**PDN straps and rails**

Pins as bars on the die edge.
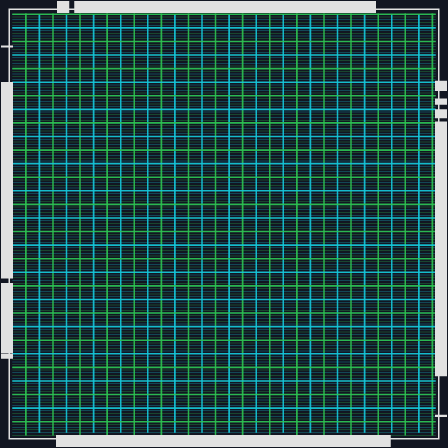
**Cells coloured by class**

(1 px per um) Fill, decap, tap and diode cells in grey.
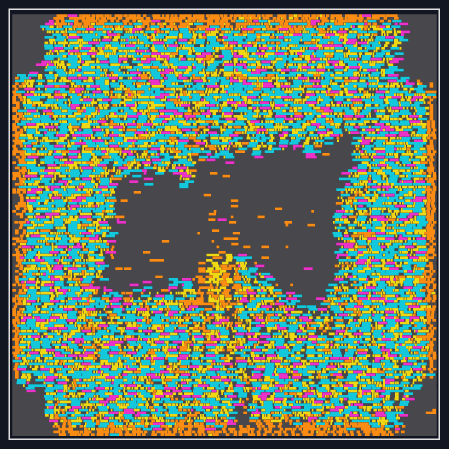
**Clock distribution**

(1.5 px per um)
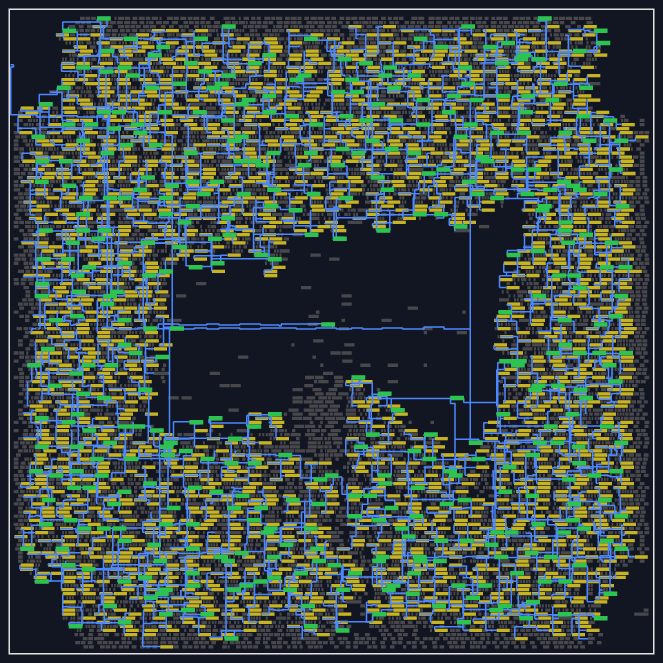
$ cat config.mk
export PLATFORM = sky130hd
export DESIGN_NAME = vector_assembler_flat
export DESIGN_NICKNAME = d
export VERILOG_FILES = /design/src/rtl/vector_assembler_pkg.sv /design/src/rtl/vector_assembler_if.sv /design/src/rtl/vector_assembler_vec_bank.sv /design/src/rtl/vector_assembler.sv /design/src/flat_wrapper.sv
export SDC_FILE = /design/constraint.sdc
export NUM_CORES = 2
export LEC_CHECK = 0
export CAP_MARGIN = 25
export CORE_MARGIN = 2
export CORE_UTILIZATION = 50
export CTS_CLUSTER_DIAMETER = 30
export DETAILED_ROUTE_END_ITERATION = 6
export MAX_ROUTING_LAYER = met4
export PLACE_DENSITY = 0.77
export SYNTH_ARGS = -nofsm -noshare
export SYNTH_HDL_FRONTEND = slang
export SYNTH_SLANG_ARGS = --single-unit
$ cat constraint.sdc
create_clock -name clk -period 2.7 [get_ports clk]
set_input_delay 0.81 -clock clk [delete_from_list [all_inputs] [get_ports clk]]
set_output_delay 0.81 -clock clk [all_outputs]
set_load 0.02 [all_outputs]
$ cat src/rtl/vector_assembler_pkg.sv
// Shared widths, bank/FSM encodings and the lane popcount helper for the vector assembler.
package vector_assembler_pkg;

  localparam int DATA_W  = 16;
  localparam int LANES   = 4;
  localparam int VEC_LEN = 64;
  localparam int BEATS   = VEC_LEN / LANES;
  localparam int CNT_W   = $clog2(VEC_LEN) + 1;
  localparam int BEAT_W  = (BEATS > 1) ? $clog2(BEATS) : 1;

  typedef enum logic {
    BANK_FREE = 1'b0,
    BANK_FULL = 1'b1
  } bank_state_e;

  typedef enum logic {
    ST_PRESENT = 1'b0,
    ST_HOLD    = 1'b1
  } out_state_e;

  // Number of valid lanes in a beat's keep mask.
  function automatic logic [CNT_W-1:0] popcount(input logic [LANES-1:0] mask);
    logic [CNT_W-1:0] sum;
    sum = '0;
    for (int k = 0; k < LANES; k++) begin
      sum = sum + CNT_W'(mask[k]);
    end
    return sum;
  endfunction

endpackage

$ cat src/rtl/vector_assembler_if.sv
// Beat input stream and vector output stream of the vector assembler.
interface vector_assembler_if;
  import vector_assembler_pkg::*;

  logic [LANES*DATA_W-1:0] data_in;
  logic [LANES-1:0]        keep_in;
  logic                    last_in;
  logic                    valid_in;
  logic                    ready_in;

  logic [DATA_W-1:0]       data_out [0:VEC_LEN-1];
  logic [CNT_W-1:0]        elem_count;
  logic                    valid_out;
  logic                    ready_out;

  // Producer of beats and consumer of vectors.
  modport master (
    output data_in, keep_in, last_in, valid_in, ready_out,
    input  ready_in, data_out, elem_count, valid_out
  );

  // The assembler itself.
  modport slave (
    input  data_in, keep_in, last_in, valid_in, ready_out,
    output ready_in, data_out, elem_count, valid_out
  );

endinterface

$ cat src/rtl/vector_assembler_vec_bank.sv
// vec_bank: one ping-pong bank holding a full vector, its FULL flag and latched element count.
module vector_assembler_vec_bank
  import vector_assembler_pkg::*;
(
  input  logic                    clk,
  input  logic                    rst_n,
  input  logic                    i_wr_en,
  input  logic [BEAT_W-1:0]       i_beat_idx,
  input  logic [LANES*DATA_W-1:0] i_data,
  input  logic [LANES-1:0]        i_keep,
  input  logic                    i_close,
  input  logic [CNT_W-1:0]        i_close_cnt,
  input  logic                    i_release,
  output logic                    o_full,
  output logic [CNT_W-1:0]        o_count,
  output logic [DATA_W-1:0]       o_data [0:VEC_LEN-1]
);

  bank_state_e      r_state;
  logic [CNT_W-1:0] r_count;

  genvar gi;
  generate
    for (gi = 0; gi < VEC_LEN; gi++) begin : g_elem
      localparam int                LANE = gi % LANES;
      localparam logic [BEAT_W-1:0] BEAT = BEAT_W'(gi / LANES);

      logic [DATA_W-1:0] r_elem;

      // Element storage: written by its own beat/lane, zeroed when the bank is released.
      always_ff @(posedge clk or negedge rst_n) begin
        if (!rst_n) begin
          r_elem <= '0;
        end else if (i_release) begin
          r_elem <= '0;
        end else if (i_wr_en && (i_beat_idx == BEAT)) begin
          r_elem <= i_keep[LANE] ? i_data[LANE*DATA_W +: DATA_W] : '0;
        end
      end

      assign o_data[gi] = r_elem;
    end
  endgenerate

  // Bank state and count: FULL with latched count on frame close, FREE and zero on release.
  always_ff @(posedge clk or negedge rst_n) begin
    if (!rst_n) begin
      r_state <= BANK_FREE;
      r_count <= '0;
    end else if (i_release) begin
      r_state <= BANK_FREE;
      r_count <= '0;
    end else if (i_close) begin
      r_state <= BANK_FULL;
      r_count <= i_close_cnt;
    end
  end

  assign o_full  = (r_state == BANK_FULL);
  assign o_count = r_count;

endmodule

$ cat src/rtl/vector_assembler.sv
// Packs LANES-wide beats into VEC_LEN-element vectors through two ping-pong banks.
module vector_assembler
  import vector_assembler_pkg::*;
(
  input  logic               clk,
  input  logic               rst_n,
  vector_assembler_if.slave  bus
);

  logic              r_wr_bank;
  logic              r_rd_bank;
  logic [BEAT_W-1:0] r_beat_cnt;
  logic [CNT_W-1:0]  r_run_cnt;
  out_state_e        r_state;
  out_state_e        w_state_next;

  logic              w_ready_in;
  logic              w_accept;
  logic              w_close;
  logic [CNT_W-1:0]  w_cnt_sum;
  logic              w_valid_out;
  logic              w_release;

  logic [1:0]        w_full;
  logic [1:0]        w_bank_wr;
  logic [1:0]        w_bank_close;
  logic [1:0]        w_bank_release;
  logic [CNT_W-1:0]  w_count0;
  logic [CNT_W-1:0]  w_count1;
  logic [DATA_W-1:0] w_data0 [0:VEC_LEN-1];
  logic [DATA_W-1:0] w_data1 [0:VEC_LEN-1];

  assign w_ready_in = ~w_full[r_wr_bank];
  assign w_accept   = bus.valid_in && w_ready_in;
  // A frame closes on last_in or when the bank has received its final beat.
  assign w_close    = w_accept && (bus.last_in || (r_beat_cnt == BEAT_W'(BEATS - 1)));
  assign w_cnt_sum  = r_run_cnt + popcount(bus.keep_in);

  genvar gi;
  generate
    for (gi = 0; gi < 2; gi++) begin : g_sel
      assign w_bank_wr[gi]      = w_accept  && (r_wr_bank == 1'(gi));
      assign w_bank_close[gi]   = w_close   && (r_wr_bank == 1'(gi));
      assign w_bank_release[gi] = w_release && (r_rd_bank == 1'(gi));
    end
  endgenerate

  vector_assembler_vec_bank u_vec_bank0 (
    .clk         (clk),
    .rst_n       (rst_n),
    .i_wr_en     (w_bank_wr[0]),
    .i_beat_idx  (r_beat_cnt),
    .i_data      (bus.data_in),
    .i_keep      (bus.keep_in),
    .i_close     (w_bank_close[0]),
    .i_close_cnt (w_cnt_sum),
    .i_release   (w_bank_release[0]),
    .o_full      (w_full[0]),
    .o_count     (w_count0),
    .o_data      (w_data0)
  );

  vector_assembler_vec_bank u_vec_bank1 (
    .clk         (clk),
    .rst_n       (rst_n),
    .i_wr_en     (w_bank_wr[1]),
    .i_beat_idx  (r_beat_cnt),
    .i_data      (bus.data_in),
    .i_keep      (bus.keep_in),
    .i_close     (w_bank_close[1]),
    .i_close_cnt (w_cnt_sum),
    .i_release   (w_bank_release[1]),
    .o_full      (w_full[1]),
    .o_count     (w_count1),
    .o_data      (w_data1)
  );

  // Write-side frame tracking and read pointer advance on release.
  always_ff @(posedge clk or negedge rst_n) begin
    if (!rst_n) begin
      r_wr_bank  <= 1'b0;
      r_rd_bank  <= 1'b0;
      r_beat_cnt <= '0;
      r_run_cnt  <= '0;
    end else begin
      if (w_accept) begin
        if (w_close) begin
          r_beat_cnt <= '0;
          r_run_cnt  <= '0;
          r_wr_bank  <= ~r_wr_bank;
        end else begin
          r_beat_cnt <= r_beat_cnt + 1'b1;
          r_run_cnt  <= w_cnt_sum;
        end
      end
      if (w_release) begin
        r_rd_bank <= ~r_rd_bank;
      end
    end
  end

  // Output FSM state register.
  always_ff @(posedge clk or negedge rst_n) begin
    if (!rst_n) begin
      r_state <= ST_PRESENT;
    end else begin
      r_state <= w_state_next;
    end
  end

  // Output FSM next state: one HOLD cycle after every accepted vector.
  always_comb begin
    w_state_next = r_state;
    case (r_state)
      ST_PRESENT: if (w_valid_out && bus.ready_out) w_state_next = ST_HOLD;
      ST_HOLD:    w_state_next = ST_PRESENT;
      default:    w_state_next = ST_PRESENT;
    endcase
  end

  // Output FSM outputs: present a FULL bank, release it at the end of HOLD.
  always_comb begin
    w_valid_out = 1'b0;
    w_release   = 1'b0;
    case (r_state)
      ST_PRESENT: w_valid_out = w_full[r_rd_bank];
      ST_HOLD:    w_release   = 1'b1;
      default:    w_valid_out = 1'b0;
    endcase
  end

  // Output mux: data and count always track the read bank, so they stay put during HOLD.
  generate
    for (gi = 0; gi < VEC_LEN; gi++) begin : g_out
      assign bus.data_out[gi] = r_rd_bank ? w_data1[gi] : w_data0[gi];
    end
  endgenerate

  assign bus.elem_count = r_rd_bank ? w_count1 : w_count0;
  assign bus.valid_out  = w_valid_out;
  assign bus.ready_in   = w_ready_in;

endmodule

$ cat src/flat_wrapper.sv
// flat-port wrapper written by rule: the top's interface ports become plain ports
module vector_assembler_flat import vector_assembler_pkg::*;
  (clk, rst_n, bus_data_in, bus_keep_in, bus_last_in, bus_valid_in, bus_ready_out, bus_ready_in, bus_data_out, bus_elem_count, bus_valid_out);
  vector_assembler_if bus_i ();
  input  logic clk;
  input  logic rst_n;
  input wire logic [$bits(bus_i.data_in)-1:0] bus_data_in;
  input wire logic [$bits(bus_i.keep_in)-1:0] bus_keep_in;
  input wire logic [$bits(bus_i.last_in)-1:0] bus_last_in;
  input wire logic [$bits(bus_i.valid_in)-1:0] bus_valid_in;
  input wire logic [$bits(bus_i.ready_out)-1:0] bus_ready_out;
  output wire logic [$bits(bus_i.ready_in)-1:0] bus_ready_in;
  output wire logic [$bits(bus_i.data_out)-1:0] bus_data_out;
  output wire logic [$bits(bus_i.elem_count)-1:0] bus_elem_count;
  output wire logic [$bits(bus_i.valid_out)-1:0] bus_valid_out;
  assign bus_i.data_in = bus_data_in;
  assign bus_i.keep_in = bus_keep_in;
  assign bus_i.last_in = bus_last_in;
  assign bus_i.valid_in = bus_valid_in;
  assign bus_i.ready_out = bus_ready_out;
  assign bus_ready_in = bus_i.ready_in;
  assign bus_data_out = {>>{bus_i.data_out}};
  assign bus_elem_count = bus_i.elem_count;
  assign bus_valid_out = bus_i.valid_out;
  vector_assembler u_core (.clk(clk), .rst_n(rst_n), .bus(bus_i));
endmodule
==> results_slide.txt <==
Run Summary

Pwr
  • Largest power group: the clock network
  • Fraction of power consumed by sequential logic: 0.299
  • Power per unit of standard cell area: ~970 nW/um2
  • Comb pwr share: 0.245
  • Power of the sequential group: between 30 and 40 mW
  • Power in combinational cells: approximately 29 mW
  • Sw Ratio: 0.3140
  • Internal Dissipation: 81.41 mW
  • Total chip power: approximately 120 mW
  • Static Leak: ~58 nW
  • Largest voltage drop on the vdd net: about 690 uV
  • Power spent charging and discharging nets: between 30 and 40 mW

Yosys
  • Leading post-synthesis cells by cell area: sky130_fd_sc_hd__dfrtp_1 (58%), sky130_fd_sc_hd__mux2_2 (13%), sky130_fd_sc_hd__nand3_1 (12%)
  • Yosys top cell by area: sky130_fd_sc_hd__dfrtp_1
  • Total cells reported by yosys after synthesis: 8444
  • Part of the Yosys area used for sequential elements: 0.5769
  • Top cell area share: 0.5769
  • Simple Share, Synth: 0.1266
  • Dominant comb cell: multiplexers
  • Mux share: 0.1295
  • Number of flops mapped to enable cells by yosys: 0
  • Compound-cell area share of the yosys netlist: 0.1162
  • Synth Flop Type: sky130_fd_sc_hd__dfrtp_1
  • Gate Count Post-Synth: between 8000 and 9000
  • Post-synthesis adder-cell area fraction: 0.001693
  • Async S/R FF share, synth: 1.000
  • Post-synth design cell area: between 90000 and 100000 um2
  • Synthesis warning total: 0
  • Commonest cells in the netlist: sky130_fd_sc_hd__nand3_1 (2196), sky130_fd_sc_hd__dfrtp_1 (2078), sky130_fd_sc_hd__o21ai_0 (1998), sky130_fd_sc_hd__mux2_2 (1031), sky130_fd_sc_hd__clkbuf_1 (397)
  • Library cells used by synthesis: 40
  • Xor/xnor share: 0.0006801
  • Top cell type by instance count after synthesis: sky130_fd_sc_hd__nand3_1
  • Chip area from the yosys synthesis statistics: 90140 um2
  • Synthesized area per cell: 10.68 um2
  • Number of nets produced by synthesis: around 8500
  • Number of flip-flops and latches in the synthesized netlist: 2078

Critical path
  • Largest driver fanout on the critical path: 34
  • Sort of element at the start of the critical path: register
  • Kind of end point of the critical path: output pin
  • Data arrival time of the critical path: slightly below 3 ns
  • Cell repeated most along the worst path: sky130_fd_sc_hd__buf_12
  • Endpoint of the worst register-to-register path: u_core.u_vec_bank0.g_elem[56].r_elem[2]$_DFFE_PN0P_
  • Start of the worst register-to-register path: u_core.r_beat_cnt[2]$_DFFE_PN0P_
  • Worst R2R Setup Slack: between 0.15 and 0.2 ns
  • Worst-path cell chain: buf_12, buf_12, mux2_2, clkdlybuf4s50_1
  • CP max stage delay: between 0.5 and 0.6 ns
  • Cell with the largest stage delay on the worst path: sky130_fd_sc_hd__clkdlybuf4s50_1
  • Buffers & Inverters on Critical Path: 3
  • Register-to-Register Path Depth: 5
  • Setup CP Type: register to output pin
  • Required time reported for the critical path endpoint: 1.89 ns
  • Cell family with the largest share of critical-path delay: buffers and inverters
  • Launching instance or port of the critical path: u_core.r_rd_bank$_DFFE_PN0P_

Final timing
  • Sum of negative setup slack: -899.17 ns
  • Final setup fails: about 1000
  • Slew at the pin with the worst max-slew slack: between 0.7 and 0.8 ns
  • Worst slew margin: 0.5269
  • Fin. max-slew vios: 0
  • Final worst path period share: 1.387
  • Top achievable clock speed: between 200 and 300 MHz
  • Count of final hold-check violations: 0
  • Crit path time final: ~3.7 ns
  • Unrepaired setup endpoints after global routing: yes
  • Min Hold Slack: between 0.4 and 0.5 ns
  • Min setup slack post-route: -1.045 ns

Worst hold path
  • Worst min-delay path class: primary input to asynchronous set/reset pin

Cells and area
  • Non-filler cells in the finished layout: 12280
  • Final layout net count: roughly 9600
  • Most instantiated logic cell after routing: sky130_fd_sc_hd__nand3_1
  • Top logic cells by instance count in the layout: sky130_fd_sc_hd__nand3_1 (2178), sky130_fd_sc_hd__dfrtp_1 (2077), sky130_fd_sc_hd__o21ai_0 (1996)
  • Final Cell Area: about 120000 um2
  • Share of post-route cells with drive strength above 1: 0.2463
  • Leading registers by flop count: u_core.u_vec_bank0.g_elem.r_elem x1024, u_core.u_vec_bank1.g_elem.r_elem x1024
  • Area Growth Syn to Fin: 35.19%

Outcome
  • Failing checks: setup timing
  • Result of the run: complete, but fails checks

Clocking
  • CTS sink count: slightly above 2000
  • Worst-path clk slew: 0.05 ns
  • Total number of H-tree levels: 5
  • Number of hold buffers added after cts: 1
  • Count of cells resized by post-cts repair: 170
  • Total CTS buffers: around 420
  • Clock tree buffer depth: 4
  • Setup bufs post-CTS: 1
  • TritonCTS clock tree: yes
  • Cell at the root of the clock tree: sky130_fd_sc_hd__clkbuf_16

Flow run
  • OpenROAD warning count: between 40 and 50
  • Tally of max-capacitance violations: 0

Route
  • Average vias per placed instance: 6.700
  • Top sig layer: met4
  • WL met3: around 44000 um
  • Routed length on met2: between 150000 and 200000 um
  • Post-detailed-route count of antenna-violating nets: 0
  • Detailed-router iteration count before antenna repair: 7
  • DRC violation total after the first TritonRoute iteration: 12020
  • Wire length after detailed routing: between 300000 and 400000 um
  • Number of remaining DRC errors: 0
  • Wirelength per Cell: 31.14 um
  • Total number of vias: roughly 82000
  • Post-Route M1 WL: 127000 um

Floorplan
  • DIE WIDTH: about 430 um
  • Number of top-level design ports: between 1000 and 1500
  • Fp_density: 0.5041
  • Chip area: around 180000 um2

Placement
  • Detailed placer's ending HPWL: about 240000 um
  • Number of port buffers: roughly 1100
  • Cell total after placement: roughly 11000
  • RePlAce Congestion: between 0.9 and 1
  • Worst slack at placement: -0.9626 ns
  • Post-Place Cell Area: about 110000 um2

Global route
  • Number of antenna violations at the first check in global routing: approximately 45
  • Global-route total usage across every layer: 0.4169
  • Met2 usage: 0.6069
  • Largest net degree at the start of global routing: approximately 110
  • GRT met3 Usage: 0.1209
  • GR Overflow Total: 0
  • Met1 usage in global routing: 0.4675
  • Vias in the first global route: between 80000 and 90000
  • First-pass GRT wire length: ~550000 um
  • Busiest metal layer after global routing: met2
Back to the opening pictures, 'PDN straps and rails':
cyan -> VDD
green -> VSS
signal pins = 1106
met4 straps = 31
met1 rails = 156
area inside the core boundary: 178800 um2
floorplan die height: 428.6 um

Back to the opening pictures, 'cells coloured by class':
magenta -> clock drivers and dummy loads  # cells 768, share of their area 13%
yellow -> combinational and other logic  # cells 5402, share of their area 29%
orange -> other buffers and delay cells  # cells 1635, share of their area 15%
cyan -> flops  # cells 2078, share of their area 44%
final core utilization: 0.6815
Cell Rows: 155

Back to the opening pictures, 'clock distribution':
yellow -> flip-flops  # count 2078
green -> clock drivers  # count 422
blue -> clock wires  # length 28.2 mm
routed clock nets = 423
flops lie = spread over the die
clock network fraction of total power: 0.456
Max Clock Skew: 0.08814 ns
reported clock group power: 54.1 mW
clock network latency to the later pin of the worst-skew pair: 1.00 ns

## worst max path at each step
stage	cells after the start	slack, ns	end
final	4	-1.05	bus_data_out[1009]
after global routing	5	-1.13	bus_data_out[217]
after CTS	4	-1.09	bus_data_out[1009]
after detailed placement	11	-0.96	u_core.u_vec_bank0.o_count[6]$_DFFE_PN0P_
after global placement	11	-1.06	u_core.u_vec_bank0.o_count[6]$_DFFE_PN0P_
after floorplan	10	-0.16	u_core.u_vec_bank0.o_count[6]$_DFFE_PN0P_
## layout make-up
class / instances / area, um2
Fill cell: 12110 / 56940
Sequential cell: 2078 / 52000
Tap cell: 2355 / 2947
Antenna cell: 37 / 92.59
Multi-Input combinational cell: 5395 / 34130
Clock inverter: 223 / 2994
Timing Repair Buffer: 1635 / 17780
Clock buffer: 545 / 11890
Inverter: 7 / 26.28
No activity file was given, so power comes from the tool's default toggle rates.
